### src/rtl/clock_ctrl.sv
// Programmable clock divider with halt/drain/phase-delay sequencing. Optional single-step
// input enabled by CLOCK_CTRL_STEP_EN; START_HALTED=1 keeps HALT after reset until hlt is seen high.
module clock_ctrl #(
  parameter int DIV_W        = 16,
  parameter int DEF_PERIOD   = 4,
  parameter int DEF_HIGH     = 2,
  parameter int PHASE_DLY    = 0,
  parameter int START_HALTED = 0
) (
  input  logic             clk,
  input  logic             rst,
  input  logic             hlt,
  input  logic             cfg_ld,
  input  logic [DIV_W-1:0] period_in,
  input  logic [DIV_W-1:0] high_in,
`ifdef CLOCK_CTRL_STEP_EN
  input  logic             step,
`endif
  output logic             cclk,
  output logic             cclk_rise,
  output logic             cclk_fall,
  output logic             halted
);

  localparam logic [1:0] ST_HALT  = 2'd0;
  localparam logic [1:0] ST_DELAY = 2'd1;
  localparam logic [1:0] ST_RUN   = 2'd2;
  localparam logic [1:0] ST_DRAIN = 2'd3;

  function automatic logic [DIV_W-1:0] eff_period(input logic [DIV_W-1:0] p);
    if (p < DIV_W'(2)) return DIV_W'(2);
    else return p;
  endfunction

  function automatic logic [DIV_W-1:0] eff_high(input logic [DIV_W-1:0] p_eff,
                                                input logic [DIV_W-1:0] h);
    if (h < DIV_W'(1)) return DIV_W'(1);
    else if (h > p_eff - DIV_W'(1)) return p_eff - DIV_W'(1);
    else return h;
  endfunction

  logic [1:0]       st_q, st_d;
  logic [DIV_W-1:0] cnt_q, cnt_d;
  logic [DIV_W-1:0] per_q, per_d, hi_q, hi_d;
  logic [DIV_W-1:0] sper_q, sper_d, shi_q, shi_d;
  logic             cclk_q, cclk_d, rise_q, rise_d, fall_q, fall_d;
  logic             halted_q, halted_d;
  logic             hold_q, hold_d, step_q, step_d;
  logic             step_s, wrap_s, dly_end_s, load_s, run_s, halt_req_s;

`ifdef CLOCK_CTRL_STEP_EN
  assign step_s = step;
`else
  assign step_s = 1'b0;
`endif

  assign wrap_s     = (cnt_q == per_q - DIV_W'(1));
  assign dly_end_s  = (cnt_q == DIV_W'(PHASE_DLY - 1));
  assign halt_req_s = hlt | step_q;

  // Next-state, counter, shadow and active period/high computation.
  always_comb begin
    st_d   = st_q;
    cnt_d  = cnt_q;
    hold_d = hold_q;
    step_d = step_q;
    load_s = 1'b0;
    if (cfg_ld) begin
      sper_d = period_in;
      shi_d  = high_in;
    end else begin
      sper_d = sper_q;
      shi_d  = shi_q;
    end
    case (st_q)
      ST_HALT: begin
        cnt_d  = '0;
        load_s = 1'b1;
        if (hlt) hold_d = 1'b0;
        else     hold_d = hold_q;
        if ((!hlt && !hold_q) || (hlt && step_s)) begin
          step_d = hlt & step_s;
          if (PHASE_DLY > 0) st_d = ST_DELAY;
          else               st_d = ST_RUN;
        end else begin
          st_d = ST_HALT;
        end
      end
      ST_DELAY: begin
        load_s = 1'b1;
        if (hlt && !step_q) begin
          st_d  = ST_HALT;
          cnt_d = '0;
        end else if (dly_end_s) begin
          st_d  = ST_RUN;
          cnt_d = '0;
        end else begin
          cnt_d = cnt_q + DIV_W'(1);
        end
      end
      ST_RUN, ST_DRAIN: begin
        // The halt decision is taken at the wrap so a period is never cut short.
        if (wrap_s) begin
          cnt_d  = '0;
          load_s = 1'b1;
          if (halt_req_s) begin
            st_d   = ST_HALT;
            step_d = 1'b0;
          end else begin
            st_d = ST_RUN;
          end
        end else begin
          cnt_d = cnt_q + DIV_W'(1);
          if (halt_req_s) st_d = ST_DRAIN;
          else            st_d = ST_RUN;
        end
      end
      default: begin
        st_d  = ST_HALT;
        cnt_d = '0;
      end
    endcase
    if (load_s) begin
      per_d = eff_period(sper_d);
      hi_d  = eff_high(eff_period(sper_d), shi_d);
    end else begin
      per_d = per_q;
      hi_d  = hi_q;
    end
  end

  // Output values are derived from the next state so they register glitch-free.
  always_comb begin
    run_s    = (st_d == ST_RUN) || (st_d == ST_DRAIN);
    cclk_d   = run_s && (cnt_d < hi_d);
    rise_d   = cclk_d & ~cclk_q;
    fall_d   = ~cclk_d & cclk_q;
    halted_d = (st_d == ST_HALT);
  end

  // State and output registers.
  always_ff @(posedge clk or posedge rst) begin
    if (rst) begin
      st_q     <= ST_HALT;
      cnt_q    <= '0;
      sper_q   <= DIV_W'(DEF_PERIOD);
      shi_q    <= DIV_W'(DEF_HIGH);
      per_q    <= eff_period(DIV_W'(DEF_PERIOD));
      hi_q     <= eff_high(eff_period(DIV_W'(DEF_PERIOD)), DIV_W'(DEF_HIGH));
      cclk_q   <= 1'b0;
      rise_q   <= 1'b0;
      fall_q   <= 1'b0;
      halted_q <= 1'b1;
      hold_q   <= (START_HALTED != 0);
      step_q   <= 1'b0;
    end else begin
      st_q     <= st_d;
      cnt_q    <= cnt_d;
      sper_q   <= sper_d;
      shi_q    <= shi_d;
      per_q    <= per_d;
      hi_q     <= hi_d;
      cclk_q   <= cclk_d;
      rise_q   <= rise_d;
      fall_q   <= fall_d;
      halted_q <= halted_d;
      hold_q   <= hold_d;
      step_q   <= step_d;
    end
  end

  assign cclk      = cclk_q;
  assign cclk_rise = rise_q;
  assign cclk_fall = fall_q;
  assign halted    = halted_q;

endmodule

### config.mk
export PLATFORM = sky130hd
export DESIGN_NAME = clock_ctrl
export DESIGN_NICKNAME = d
export VERILOG_FILES = /design/src/rtl/clock_ctrl.sv
export SDC_FILE = /design/constraint.sdc
export NUM_CORES = 1
export LEC_CHECK = 0
export ABC_AREA = 0
export CAP_MARGIN = 15
export CORE_MARGIN = 4
export CORE_UTILIZATION = 45
export DETAILED_ROUTE_END_ITERATION = 12
export GPL_TIMING_DRIVEN = 0
export PLACE_DENSITY_LB_ADDON = 0.08
export SLEW_MARGIN = 40
export SYNTH_ARGS = -nofsm -noshare
export SYNTH_HDL_FRONTEND = slang
export SYNTH_SLANG_ARGS = --single-unit
### constraint.sdc
create_clock -name clk -period 5.9 [get_ports clk]
set_input_delay 0.59 -clock clk [delete_from_list [all_inputs] [get_ports clk]]
set_output_delay 0.59 -clock clk [all_outputs]
set_load 0.02 [all_outputs]
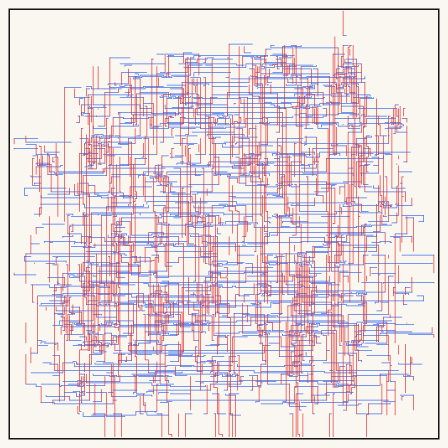
layers.png
Only two layers are drawn.
[red] M2 | wire length: 6540 um
[blue] M1 | wire length: 6870 um

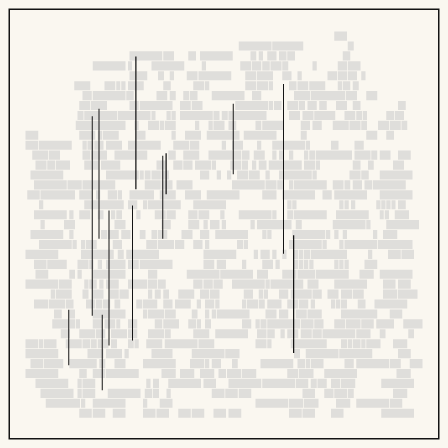
m4.png
wire length on this layer: 365 um
share of all routed wire: 2.6%
longest straight run: 54.4 um
main direction: vertical

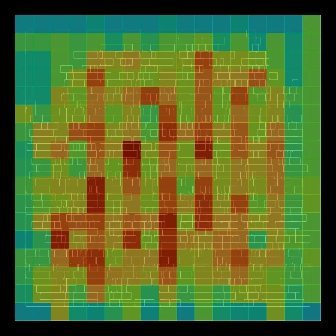
congestion_map.png
GR Util All Layers: 21.5%
GRT busiest layer: met2
GRT met2 Usage: 33.2%
WL/cell: 18.7 um

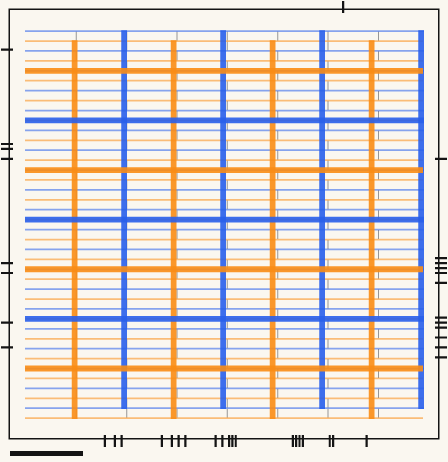
floorplan.png
Bar = 20 um. Pins as bars on the die edge. Tap cells in grey.
[orange] VSS
[blue] VDD
met4 straps: 8
met5 straps: 7
tap cells: 143

-- kinds of logic (layout without fill, tap and decap cells) --
group                      Yosys count  in the layout
xor gates and xnor gates            43             43
buffers and inverters               46            122
DFF                                 86             86
and+or+nand+nor                    199            199
muxes                               35             35
adders and majority gates           34             34
AOI/OAI and AO/OA                  105            105
-- final timing paths --
path,start,depth (start not counted),to,slack [ns]
max in group asynchronous,rst,3,halted,4.69
worst min-delay path,hi_q[10],2,hi_q[10],0.48
worst max-delay path,period_in[9],28,cclk_rise,-0.28
min in group asynchronous,rst,2,sper_q[15],0.57
worst min register to register,hi_q[10],2,hi_q[10],0.48
worst max register to register,sper_q[9],27,cclk_rise,-0.25
-- state kept, by name (all words and copies together), names as in the netlist, 2 cells and up --
register	flops
cnt_q	16
hi_q	16
per_q	16
shi_q	16
sper_q	16
st_q	2
==> reports/qor.csv <==
stage,metric,value,unit
cells_and_area,postLayoutCoreUtil,57.3,%
run_status,outcome,"complete, but fails checks",
power,switching_share,34.9,%
run_status,violations,setup timing,
final_timing,hold_viol,0,
routing,met3_length,554,um
floorplan,fp-utilization,46.5,%
routing,drt_wl_total,14.3,mm
synthesis,synthTopCellsByCount,"81 x dfrtp_1, 76 x nor2_1, 34 x ha_1",
cells_and_area,inverters,27,
cells_and_area,nNetsFinal,689,
synthesis,flop_cell,dfrtp_1,
synthesis,yosysWarnings,0,
clock_network,cts_max_level,3,
clock_network,clkSinkCount,86,
cells_and_area,logic_area,3180,um^2
clock_network,clock_latency,0.35,ns
critical_path,startpoint_type,input port,
global_routing,globalRouteMet3Util,4.09,%
synthesis,synthSimpleGateAreaFrac,20.0,%
routing,first_pass_iters,4,
final_timing,fin_ws,-0.277,ns
global_routing,grt_first_pass_wirelength,23.4,mm
routing,drtIter0Drc,260,
cells_and_area,fillers,1031,
synthesis,edf_count,0,
floorplan,n_tap_cell,143,
floorplan,die_w,117,um
final_timing,finalSetupViolations,3,
synthesis,ys_ff,86,
power,power.density,328,nW/um^2
floorplan,die_h,117,um
critical_path,cp_max_fo,10,
No activity file was given, so power comes from the tool's default toggle rates.
